--- src/rtl/irq_ctrl_pkg.sv ---
// Shared definitions for the machine-mode interrupt controller: CSR addresses,
// interrupt codes, CSR bit positions and the request FSM state encoding.
package irq_ctrl_pkg;

  localparam int unsigned CoreXlen = 32;

  typedef enum logic [11:0] {
    CsrMstatus = 12'h300,
    CsrMie     = 12'h304,
    CsrMip     = 12'h344
  } csr_addr_e;

  typedef enum logic [3:0] {
    MSoftInt  = 4'd3,
    MTimerInt = 4'd7,
    MExtInt   = 4'd11
  } irq_code_e;

  localparam int unsigned MstatusMieBit  = 3;
  localparam int unsigned MstatusMpieBit = 7;
  localparam int unsigned MstatusMppLo   = 11;
  localparam int unsigned MstatusMppHi   = 12;

  // Shared by mie and mip.
  localparam int unsigned MsiBit = 3;
  localparam int unsigned MtiBit = 7;
  localparam int unsigned MeiBit = 11;

  typedef enum logic [1:0] {
    IrqIdle,
    IrqReq,
    IrqTaken
  } irq_state_e;

  // Fixed priority: external > software > timer.
  function automatic irq_code_e irq_pick(input logic ext, input logic sw);
    if (ext)     return MExtInt;
    else if (sw) return MSoftInt;
    else         return MTimerInt;
  endfunction

endpackage

--- src/rtl/irq_ctrl_sync_2ff.sv ---
// Two-flop synchronizer for a single asynchronous level; resets to 0.
module sync_2ff (
  input  logic clk_i,
  input  logic rst_ni,
  input  logic d_i,
  output logic q_o
);

  logic meta_q;

  // NOTE: sequential state is always assigned with <= so every flop samples the pre-edge value.
  always_ff @(posedge clk_i or negedge rst_ni) begin
    if (!rst_ni) begin
      meta_q <= 1'b0;
      q_o    <= 1'b0;
    end else begin
      meta_q <= d_i;
      q_o    <= meta_q;
    end
  end

endmodule

--- src/rtl/irq_ctrl.sv ---
// Machine-mode interrupt controller: owns mstatus.MIE/MPIE, mie and mip, and
// raises a prioritized interrupt trap request to the core via req/ack.
module irq_ctrl
  import irq_ctrl_pkg::*;
#(
  parameter int unsigned Xlen = CoreXlen
) (
  input  logic            clk_i,
  input  logic            rst_ni,
  input  logic            irq_ext_i,
  input  logic            irq_sw_i,
  input  logic            irq_timer_i,
  input  logic            csr_we_i,
  input  logic [11:0]     csr_addr_i,
  input  logic [Xlen-1:0] csr_wdata_i,
  output logic            csr_hit_o,
  output logic [Xlen-1:0] csr_rdata_o,
  input  logic            expt_i,
  input  logic            mret_i,
  output logic            irq_req_o,
  output logic [Xlen-1:0] irq_cause_o,
  input  logic            irq_ack_i,
  output logic            mstatus_mie_o
);

  logic       ext_sync;
  logic       mie_q, mpie_q;
  logic       meie_q, msie_q, mtie_q;
  irq_state_e state_q;
  logic [3:0] cause_q;
  logic       req_q;

  sync_2ff u_sync_ext (
    .clk_i  (clk_i),
    .rst_ni (rst_ni),
    .d_i    (irq_ext_i),
    .q_o    (ext_sync)
  );

  logic ei_en, si_en, ti_en;
  logic candidate, latched_live, withdraw, ack_ok;

  assign ei_en     = ext_sync    & meie_q;
  assign si_en     = irq_sw_i    & msie_q;
  assign ti_en     = irq_timer_i & mtie_q;
  assign candidate = mie_q & (ei_en | si_en | ti_en);
  assign ack_ok    = (state_q == IrqReq) & req_q & irq_ack_i;

  // Withdrawal tracks only the source that was latched, not whichever is highest now.
  always_comb begin
    // NOTE: a default before the case keeps this purely combinational (no latch).
    latched_live = 1'b0;
    case (cause_q)
      MExtInt:   latched_live = ei_en;
      MSoftInt:  latched_live = si_en;
      MTimerInt: latched_live = ti_en;
      default:   latched_live = 1'b0;
    endcase
  end

  assign withdraw = ~(latched_live & mie_q);

  always_comb begin
    csr_hit_o   = 1'b0;
    csr_rdata_o = '0;
    case (csr_addr_i)
      CsrMstatus: begin
        csr_hit_o                               = 1'b1;
        csr_rdata_o[MstatusMieBit]              = mie_q;
        csr_rdata_o[MstatusMpieBit]             = mpie_q;
        csr_rdata_o[MstatusMppHi:MstatusMppLo]  = 2'b11;
      end
      CsrMie: begin
        csr_hit_o           = 1'b1;
        csr_rdata_o[MsiBit] = msie_q;
        csr_rdata_o[MtiBit] = mtie_q;
        csr_rdata_o[MeiBit] = meie_q;
      end
      CsrMip: begin
        csr_hit_o           = 1'b1;
        csr_rdata_o[MsiBit] = irq_sw_i;
        csr_rdata_o[MtiBit] = irq_timer_i;
        csr_rdata_o[MeiBit] = ext_sync;
      end
      default: ;
    endcase
  end

  // Same-cycle events are mutually exclusive; lower ones belong to squashed instructions.
  always_ff @(posedge clk_i or negedge rst_ni) begin
    if (!rst_ni) begin
      mie_q  <= 1'b0;
      mpie_q <= 1'b0;
      meie_q <= 1'b0;
      msie_q <= 1'b0;
      mtie_q <= 1'b0;
    end else if (expt_i || ack_ok) begin
      mpie_q <= mie_q;
      mie_q  <= 1'b0;
    end else if (mret_i) begin
      mie_q  <= mpie_q;
      mpie_q <= 1'b1;
    end else if (csr_we_i) begin
      case (csr_addr_i)
        CsrMstatus: begin
          mie_q  <= csr_wdata_i[MstatusMieBit];
          mpie_q <= csr_wdata_i[MstatusMpieBit];
        end
        CsrMie: begin
          msie_q <= csr_wdata_i[MsiBit];
          mtie_q <= csr_wdata_i[MtiBit];
          meie_q <= csr_wdata_i[MeiBit];
        end
        default: ;
      endcase
    end
  end

  // req_q rises one cycle after entering REQ and only while REQ is held.
  always_ff @(posedge clk_i or negedge rst_ni) begin
    if (!rst_ni) begin
      state_q <= IrqIdle;
      cause_q <= 4'd0;
      req_q   <= 1'b0;
    end else begin
      req_q <= 1'b0;
      case (state_q)
        IrqIdle: begin
          if (candidate && !expt_i) begin
            state_q <= IrqReq;
            cause_q <= irq_pick(ei_en, si_en);
          end
        end
        IrqReq: begin
          if (expt_i)        state_q <= IrqIdle;
          else if (ack_ok)   state_q <= IrqTaken;
          else if (withdraw) state_q <= IrqIdle;
          else               req_q   <= 1'b1;
        end
        IrqTaken: state_q <= IrqIdle;
        default:  state_q <= IrqIdle;
      endcase
    end
  end

  assign irq_req_o     = req_q;
  assign irq_cause_o   = {cause_q != 4'd0, {(Xlen-5){1'b0}}, cause_q};
  assign mstatus_mie_o = mie_q;

endmodule

--- config.mk ---
export PLATFORM = sky130hd
export DESIGN_NAME = irq_ctrl
export DESIGN_NICKNAME = d
export VERILOG_FILES = /design/src/rtl/irq_ctrl_pkg.sv /design/src/rtl/irq_ctrl_sync_2ff.sv /design/src/rtl/irq_ctrl.sv
export SDC_FILE = /design/constraint.sdc
export NUM_CORES = 1
export LEC_CHECK = 0
export CORE_UTILIZATION = 27
export CTS_BUF_LIST = sky130_fd_sc_hd__clkbuf_8
export CTS_CLUSTER_SIZE = 28
export DETAILED_ROUTE_END_ITERATION = 7
export PLACE_DENSITY = 0.79
export SYNTH_ARGS = -nofsm -noshare
export SYNTH_HDL_FRONTEND = slang
export SYNTH_SLANG_ARGS = --single-unit
--- constraint.sdc ---
create_clock -name clk_i -period 1.4 [get_ports clk_i]
set_input_delay 0.14 -clock clk_i [delete_from_list [all_inputs] [get_ports clk_i]]
set_output_delay 0.14 -clock clk_i [all_outputs]
set_load 0.1 [all_outputs]
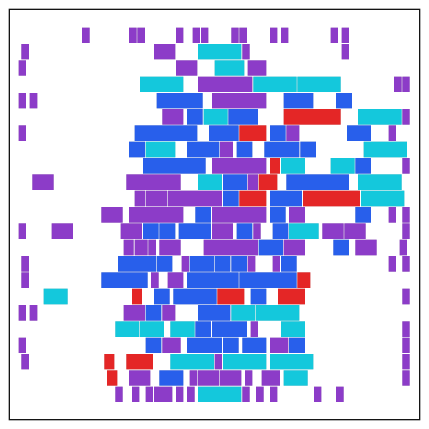
*Sizing map*
(6 px per um)
[x2] red | cells: 13 | most used: buf_2
[x1 and smaller] purple | cells: 102 | most used: conb_1
[x6 and larger] cyan | cells: 27 | most used: buf_12
[x3 and x4] blue | cells: 52 | most used: buf_4

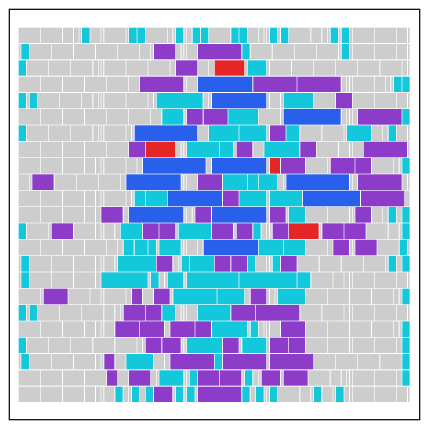
*Placed cells, one colour a class*
(6 px per um) Fill, decap, tap and diode cells in grey.
[clock drivers and dummy loads] red | cells: 4
[remaining buffers and delay cells] purple | cells: 71
[remaining logic cells] cyan | cells: 106
[registers] blue | cells: 13
Seq/total area: 17.1%
Core ar.: 4090 um2
Final Util: 48.6%

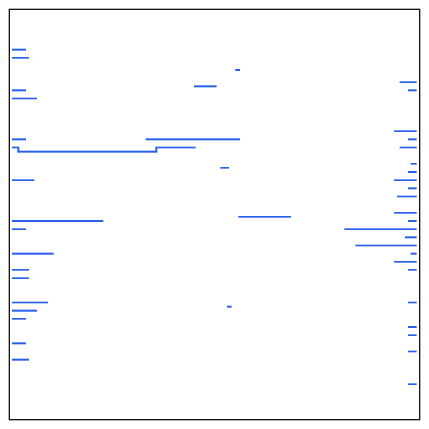
*Signal wires on met3*
(6 px per um)
main direction: horizontal
share of all routed wire: 6.8%
nets with wire on the layer: 42
longest straight run: 23.0 um
wire length on this layer: 181 um
total number of vias: 961
met3 GRT Util: 4.00%
Post-Route WL: 2670 um

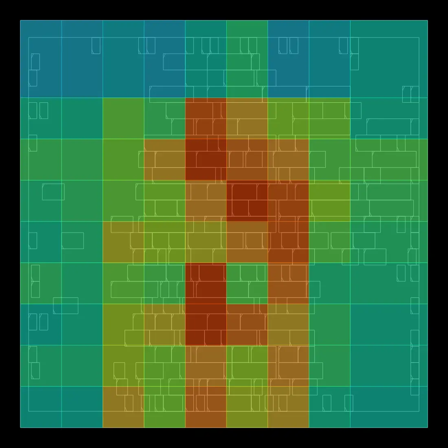
*Routing congestion map*
GR Util met2: 22.8%
met1 Use GR: 12.7%
grt peak-use layer: met2
gr usage total: 12.5%
DR WL/cell: 10.9 um

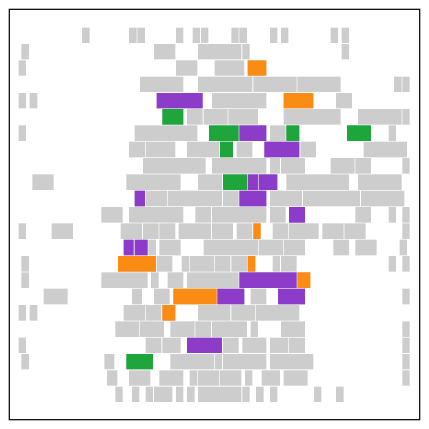
*Gate families picked out*
(6 px per um)
[nand cells] orange | cells: 8 | most used: nand2_1
[aoi and oai cells] purple | cells: 14
[and/or cells] green | cells: 7 | most used: or2_1
logic share of the area: 38.5%
Cell Count, Final, Fillers Out: 244
most numerous logic cell after layout: conb_1

[cell usage in the layout, fill, tap and decap left out, drive strengths merged, types with 2 or more instances in the layout]
master	Yosys	final
a211oi	2	2
a21oi	3	3
a31oi	4	4
buf	58	54
clkbuf	0	3
clkdlybuf4s15	0	2
clkdlybuf4s50	0	11
conb	1	55
dfrtp	13	13
dlygate4sd2	0	4
inv	2	2
mux2	4	4
mux2i	4	4
nand2	3	3
nor2	7	7
o21ai	3	3
or2	2	2
[registers in the layout (all words and copies together), names as in the netlist]
name	count
cause_q	3
irq_req_o	1
meie_q	1
mpie_q	1
msie_q	1
mstatus_mie_o	1
mtie_q	1
state_q	2
u_sync_ext.meta_q	1
u_sync_ext.q_o	1
[per-stage QoR]
stage / cells / setup TNS (ns)
after floorplan: 177 / -1.17
after global placement: 223 / -3.89
after detailed placement: 223 / -4.24
after CTS: 239 / -0.381
after global routing: 244 / -0.968
final: 244 / -0.593
[metal layers]
layer / vias to the layer above / track usage, % / wire, um
met5: - / 0 / 0
met4: 0 / 5.73 / 57
met3: 7 / 4.00 / 180
met2: 45 / 22.8 / 1510
met1: 461 / 12.7 / 915
li1: 448 / - / -
[power groups by stage]
stage / logic [uW] / clock network [uW] / registers [uW]
after floorplan: 819 / 0 / 418
after global placement: 848 / 0 / 398
after detailed placement: 851 / 0 / 399
after CTS: 870 / 352 / 391
after global routing: 926 / 365 / 391
final: 896 / 343 / 391
[final cells by class]
class	instances	area share, %
inverter	2	0.378
tap	50	3.15
multi-input combinational	104	38.5
sequential	13	17.1
clock buffer	3	2.08
clock inverter	1	0.252
timing repair buffer	71	38.6
[worst max-delay path: stages (launching register included)]
cell	delay, ns
dfrtp_4	0.47
buf_6	0.12
mux2i_1	0.12
nor2_1	0.07
a31oi_2	0.20
nor2_4	0.05
buf_12	0.16
[logic make-up after synthesis]
| family | Yosys count |
|---|---|
| simple gates | 27 |
| flops | 13 |
| other cells | 1 |
| mux | 8 |
| buf+inv | 60 |
| compound gates | 14 |
[worst max path at each step]
stage                             endpoint  depth (start not counted)                      start
floorplan           cause_q[2]$_DFFE_PN0P_                          3  mstatus_mie_o$_DFFE_PN0P_
global placement        meie_q$_DFFE_PN0P_                          5              csr_addr_i[7]
detailed placement      mtie_q$_DFFE_PN0P_                          5              csr_addr_i[7]
CTS                         csr_rdata_o[3]                          6  mstatus_mie_o$_DFFE_PN0P_
global route                csr_rdata_o[3]                          6  mstatus_mie_o$_DFFE_PN0P_
finish                      csr_rdata_o[3]                          6  mstatus_mie_o$_DFFE_PN0P_
[repair_timing]
item                       4_1_cts  5_1_grt
setup endpoints to repair       14       12
gates resized                   41       15
setup buffers                   12        5
pin swaps                        9       12
==> results.txt <==
impl run done, here's what came out: area share of the largest cell type after synthesis=36.2%, Critical Path AT=1.45 ns, H-tree Lvls=1, CTS Buf Count=3, Power Dens Cells=820 nW/um2, Die Size=4640 um2, async set-reset flop share out of synthesis=100%, Tmin final=1.59 ns, violated checks=setup timing, final setup vio count=8, Clock Latency Late Sink=0.25 ns, ys flops=13, nets=248, Final WS setup=-0.190 ns, Main logic family=buffers and inverters, RSZ-0062 raised after global routing=true, Max Cap Viol=0, EDFF count, synth=0, Final Hold Viols=0, FILL cells=372, outcome=finished with violations, # rows=23, vias in the first global route=929, CTS tree=built, Initial DRT Pass Iterations=4, Clock Tree Root=clkbuf_8, Multiplexer share=8.16%, combinational power share=55.0%, clk sinks=13, Initial DRC Count=13, Max FO, Critical Path=2, Reg clk slew, reported paths=0.06 ns, Boundary Pins=120, Avg Cell Area, Syn=9.60 um2, PortBufs=35, first-pass GRT wire length=4150 um, vias per cell=3.94, crit end category=output port, Layout area overhead=68.2%, cell with the most instances after synthesis=buf_4, largest area contributor in the netlist=buf_4, switch share=55.5%, initial antenna violation count=0, post-synthesis cell count=123
Power and IR drop assume default switching activity.
